### I/O nets highlighted

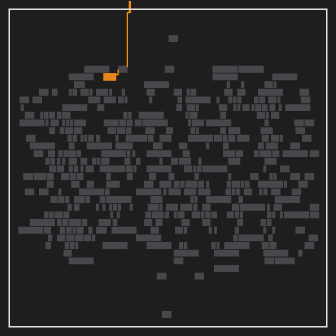
### Track usage over the die

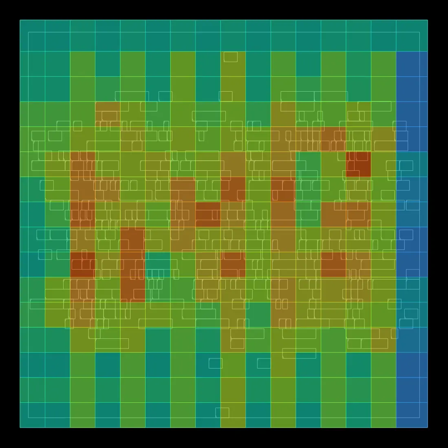
## config.mk

```make
export PLATFORM = sky130hd
export DESIGN_NAME = vote_ctrl_flat
export DESIGN_NICKNAME = d
export VERILOG_FILES = /design/src/rtl/vote_ctrl_if.sv /design/src/rtl/vote_ctrl.sv /design/src/flat_wrapper.sv
export SDC_FILE = /design/constraint.sdc
export NUM_CORES = 1
export LEC_CHECK = 0
export CAP_MARGIN = 20
export CORE_MARGIN = 2
export CORE_UTILIZATION = 25
export CTS_CLUSTER_DIAMETER = 40
export CTS_CLUSTER_SIZE = 30
export DETAILED_ROUTE_END_ITERATION = 8
export PLACE_DENSITY = 0.52
export SLEW_MARGIN = 20
export SYNTH_ARGS = -nofsm -noshare
export SYNTH_HDL_FRONTEND = slang
export SYNTH_SLANG_ARGS = --single-unit
export TNS_END_PERCENT = 10
```

## constraint.sdc

```tcl
create_clock -name clk -period 3.7 [get_ports clk]
set_input_delay 1.11 -clock clk [delete_from_list [all_inputs] [get_ports clk]]
set_output_delay 1.11 -clock clk [all_outputs]
set_load 0.02 [all_outputs]
```

## src/rtl/vote_ctrl_if.sv

```systemverilog
// Ballot bus and session control/status signals of the weighted vote controller.
interface vote_ctrl_if;
   logic        start;
   logic        close;
   logic        b_valid;
   logic        b_ready;
   logic [1:0]  b_class;
   logic        b_yes;
   logic        busy;
   logic        done;
   logic        res;
   logic [11:0] yes_w;
   logic [11:0] no_w;
   logic        ovf;

   // Session controller / ballot source side
   modport master (
      output start, close, b_valid, b_class, b_yes,
      input  b_ready, busy, done, res, yes_w, no_w, ovf
   );

   // Vote controller side
   modport slave (
      input  start, close, b_valid, b_class, b_yes,
      output b_ready, busy, done, res, yes_w, no_w, ovf
   );
endinterface

```

## src/rtl/vote_ctrl.sv

```systemverilog
// Weighted vote controller: collects capped normal/VIP/VVIP ballots, tallies
// yes/no weight and produces a decision with a VVIP tie-break.
//
// state   | meaning
// --------+------------------------------------------------------------
// IDLE    | waiting for start; last decision and tallies held
// COLLECT | ballots accepted (b_ready=1) until close or all caps reached
// DECIDE  | one cycle: compare tallies, latch res
// DONE    | one cycle: done strobe, then back to IDLE
module vote_ctrl #(
   parameter int W_NP   = 1,
   parameter int W_VIP  = 4,
   parameter int W_VVIP = 16
) (
   input logic     clk,
   input logic     rst_n,
   vote_ctrl_if.slave bus
);

   localparam logic [11:0] L_W_NP   = 12'(W_NP);
   localparam logic [11:0] L_W_VIP  = 12'(W_VIP);
   localparam logic [11:0] L_W_VVIP = 12'(W_VVIP);
   localparam logic [5:0]  L_CAP_NP  = 6'd32;
   localparam logic [3:0]  L_CAP_VIP = 4'd8;

   typedef enum logic [1:0] {
      S_IDLE    = 2'd0,
      S_COLLECT = 2'd1,
      S_DECIDE  = 2'd2,
      S_DONE    = 2'd3
   } state_t;

   state_t      r_state;
   state_t      w_state_nxt;

   logic [11:0] r_yes_w;
   logic [11:0] r_no_w;
   logic [5:0]  r_cnt_np;
   logic [3:0]  r_cnt_vip;
   logic        r_vvip_cast;
   logic        r_vvip_vote;
   logic        r_ovf;
   logic        r_res;

   logic        w_take;
   logic        w_hit;
   logic        w_drop;
   logic [11:0] w_add;
   logic [5:0]  w_cnt_np_nxt;
   logic [3:0]  w_cnt_vip_nxt;
   logic        w_vvip_cast_nxt;
   logic        w_full;
   logic        w_res_dec;

   assign w_take = bus.b_valid && (r_state == S_COLLECT);

   // Classify the ballot on the bus: counted (w_hit) or discarded (w_drop)
   always_comb begin
      w_hit           = 1'b0;
      w_drop          = 1'b0;
      w_add           = '0;
      w_cnt_np_nxt    = r_cnt_np;
      w_cnt_vip_nxt   = r_cnt_vip;
      w_vvip_cast_nxt = r_vvip_cast;
      if (w_take) begin
         case (bus.b_class)
            2'd0: begin
               if (r_cnt_np != L_CAP_NP) begin
                  w_hit        = 1'b1;
                  w_add        = L_W_NP;
                  w_cnt_np_nxt = r_cnt_np + 6'd1;
               end else begin
                  w_drop = 1'b1;
               end
            end
            2'd1: begin
               if (r_cnt_vip != L_CAP_VIP) begin
                  w_hit         = 1'b1;
                  w_add         = L_W_VIP;
                  w_cnt_vip_nxt = r_cnt_vip + 4'd1;
               end else begin
                  w_drop = 1'b1;
               end
            end
            2'd2: begin
               if (!r_vvip_cast) begin
                  w_hit           = 1'b1;
                  w_add           = L_W_VVIP;
                  w_vvip_cast_nxt = 1'b1;
               end else begin
                  w_drop = 1'b1;
               end
            end
            default: w_drop = 1'b1;
         endcase
      end
   end

   // Caps are judged on the post-ballot counts so the last counted ballot
   // moves to DECIDE on the same edge, matching the close latency.
   assign w_full = (w_cnt_np_nxt == L_CAP_NP) && (w_cnt_vip_nxt == L_CAP_VIP)
                   && w_vvip_cast_nxt;

   // Tie goes to the VVIP ballot when one was counted, otherwise to "no"
   assign w_res_dec = (r_yes_w > r_no_w) ? 1'b1 :
                      (r_yes_w < r_no_w) ? 1'b0 :
                      (r_vvip_cast & r_vvip_vote);

   // State register
   always_ff @(posedge clk or negedge rst_n) begin
      if (!rst_n) begin
         r_state <= S_IDLE;
      end else begin
         r_state <= w_state_nxt;
      end
   end

   // Next-state logic
   always_comb begin
      w_state_nxt = r_state;
      case (r_state)
         S_IDLE:    if (bus.start) w_state_nxt = S_COLLECT;
         S_COLLECT: if (bus.close || w_full) w_state_nxt = S_DECIDE;
         S_DECIDE:  w_state_nxt = S_DONE;
         S_DONE:    w_state_nxt = S_IDLE;
         default:   w_state_nxt = S_IDLE;
      endcase
   end

   // Tallies, class counters, VVIP record, overflow flag and decision
   always_ff @(posedge clk or negedge rst_n) begin
      if (!rst_n) begin
         r_yes_w     <= '0;
         r_no_w      <= '0;
         r_cnt_np    <= '0;
         r_cnt_vip   <= '0;
         r_vvip_cast <= 1'b0;
         r_vvip_vote <= 1'b0;
         r_ovf       <= 1'b0;
         r_res       <= 1'b0;
      end else begin
         case (r_state)
            S_IDLE: begin
               if (bus.start) begin
                  r_yes_w     <= '0;
                  r_no_w      <= '0;
                  r_cnt_np    <= '0;
                  r_cnt_vip   <= '0;
                  r_vvip_cast <= 1'b0;
                  r_vvip_vote <= 1'b0;
                  r_ovf       <= 1'b0;
                  r_res       <= 1'b0;
               end
            end
            S_COLLECT: begin
               r_cnt_np    <= w_cnt_np_nxt;
               r_cnt_vip   <= w_cnt_vip_nxt;
               r_vvip_cast <= w_vvip_cast_nxt;
               if (w_hit) begin
                  if (bus.b_yes) begin
                     r_yes_w <= r_yes_w + w_add;
                  end else begin
                     r_no_w <= r_no_w + w_add;
                  end
                  if (bus.b_class == 2'd2) begin
                     r_vvip_vote <= bus.b_yes;
                  end
               end
               if (w_drop) begin
                  r_ovf <= 1'b1;
               end
            end
            S_DECIDE: r_res <= w_res_dec;
            default: ;
         endcase
      end
   end

   // Outputs decoded from state and registers
   always_comb begin
      bus.b_ready = (r_state == S_COLLECT);
      bus.busy    = (r_state != S_IDLE);
      bus.done    = (r_state == S_DONE);
      bus.res     = r_res;
      bus.yes_w   = r_yes_w;
      bus.no_w    = r_no_w;
      bus.ovf     = r_ovf;
   end

endmodule

```

## src/flat_wrapper.sv

```systemverilog
// flat-port wrapper written by rule: the top's interface ports become plain ports
module vote_ctrl_flat 
#(
   parameter int W_NP   = 1,
   parameter int W_VIP  = 4,
   parameter int W_VVIP = 16
)
  (clk, rst_n, bus_start, bus_close, bus_b_valid, bus_b_class, bus_b_yes, bus_b_ready, bus_busy, bus_done, bus_res, bus_yes_w, bus_no_w, bus_ovf);
  vote_ctrl_if bus_i ();
  input logic clk;
  input logic rst_n;
  input wire logic [$bits(bus_i.start)-1:0] bus_start;
  input wire logic [$bits(bus_i.close)-1:0] bus_close;
  input wire logic [$bits(bus_i.b_valid)-1:0] bus_b_valid;
  input wire logic [$bits(bus_i.b_class)-1:0] bus_b_class;
  input wire logic [$bits(bus_i.b_yes)-1:0] bus_b_yes;
  output wire logic [$bits(bus_i.b_ready)-1:0] bus_b_ready;
  output wire logic [$bits(bus_i.busy)-1:0] bus_busy;
  output wire logic [$bits(bus_i.done)-1:0] bus_done;
  output wire logic [$bits(bus_i.res)-1:0] bus_res;
  output wire logic [$bits(bus_i.yes_w)-1:0] bus_yes_w;
  output wire logic [$bits(bus_i.no_w)-1:0] bus_no_w;
  output wire logic [$bits(bus_i.ovf)-1:0] bus_ovf;
  assign bus_i.start = bus_start;
  assign bus_i.close = bus_close;
  assign bus_i.b_valid = bus_b_valid;
  assign bus_i.b_class = bus_b_class;
  assign bus_i.b_yes = bus_b_yes;
  assign bus_b_ready = bus_i.b_ready;
  assign bus_busy = bus_i.busy;
  assign bus_done = bus_i.done;
  assign bus_res = bus_i.res;
  assign bus_yes_w = bus_i.yes_w;
  assign bus_no_w = bus_i.no_w;
  assign bus_ovf = bus_i.ovf;
  vote_ctrl #(.W_NP(W_NP), .W_VIP(W_VIP), .W_VVIP(W_VVIP)) u_core (.clk(clk), .rst_n(rst_n), .bus(bus_i));
endmodule
```

==> flow_metrics.env <==
# yosys + openroad results
export IMPL_worst_path_largest_cell_delay_ps=520
export IMPL_p_switching_w=0.000674
export IMPL_synth_warnings=0
export IMPL_antenna_found_initial=0
export IMPL_clock_skew_ps=1.87
export IMPL_max_clock_freq_mhz=300
export IMPL_yosys_cell_types_count=56
export IMPL_global_route_wire_length_before_repair_mm=12.8
export IMPL_outcome="complete, no violations"
export IMPL_clock_sinks=40
export IMPL_clkPwrFrac=0.259
export IMPL_max_vdd_ir_drop_uv=257
export IMPL_critical_path_slowest_cell="or4_1"
export IMPL_yosys_xor_share=0.0599
export IMPL_grt_remaining_overflow=0
export IMPL_postSynthSeqShare=0.342
export IMPL_clk_pin_slew_worst_paths_ps=60
export IMPL_core_rowCount=39
export IMPL_vias_per_cell=5.03
export IMPL_worst_endpoint_arrival_ps=3540
export IMPL_dominant_logic_cell_types_in_the_final_layout="dfrtp_1, clkdlybuf4s50_1, nand2_1, ha_1, inv_1"
export IMPL_cp_top_family="simple AND/OR/NAND/NOR gates"
export IMPL_cts_resized=0
export IMPL_clk_power_w=0.000443
export IMPL_die_area_um2=12600
export IMPL_final_min_period_over_clock_period=0.902
export IMPL_finalCoreUtilization=0.319
export IMPL_finish_net_count=409
export IMPL_final_cell_area_um2=3640
export IMPL_report_final_setup_viol=0
export IMPL_clockRootBuffer="clkbuf_16"
export IMPL_critical_path_n_buffers_inverters=2
export IMPL_mux_share_of_area=0.00899
export IMPL_top_area_cell="dfrtp_1"
export IMPL_timing_setup_tns_ps=0
export IMPL_ffs_latches_synth=40
export IMPL_detail_routed_net_length_per_standard_cell_um=14.6
export IMPL_cell_internal_power_w=0.00103
export IMPL_group_drawing_the_most_power="combinational logic"
export IMPL_tritoncts_clock_tree="yes"
export IMPL_port_buffers=36
## Picture notes: 'I/O nets highlighted'
- orange: `bus_done` (direction output; edge top; end cells 1; buffers 1; wire 23.4 um)

## Picture notes: 'Track usage over the die'
most heavily used metal layer in global routing: met2
global routing usage summed across all routing layers: 0.126
routing usage on met3: 0.0243

-- final cells by class --
cell class	count	area, um^2	share of cell area
clock buffers	8	146	0.0402
inverters	25	93.8	0.0258
multi-input cells	254	1770	0.486
flip-flops and latches	40	1000	0.275
well taps	143	179	0.0492
repair buffers	47	450	0.124
-- path summary, 6_finish.rpt --
| path | from | end | cells past startpoint |
|---|---|---|---|
| max reg2reg | u_core.r_cnt_np[0] | u_core.bus.no_w[8] | 13 |
| min in group asynchronous | rst_n | u_core.bus.no_w[11] | 1 |
| min | u_core.r_vvip_vote | u_core.r_vvip_vote | 1 |
| max | bus_b_class[0] | u_core.bus.no_w[10] | 10 |
| max in group asynchronous | rst_n | u_core.bus.yes_w[0] | 2 |
| min reg2reg | u_core.r_vvip_vote | u_core.r_vvip_vote | 1 |
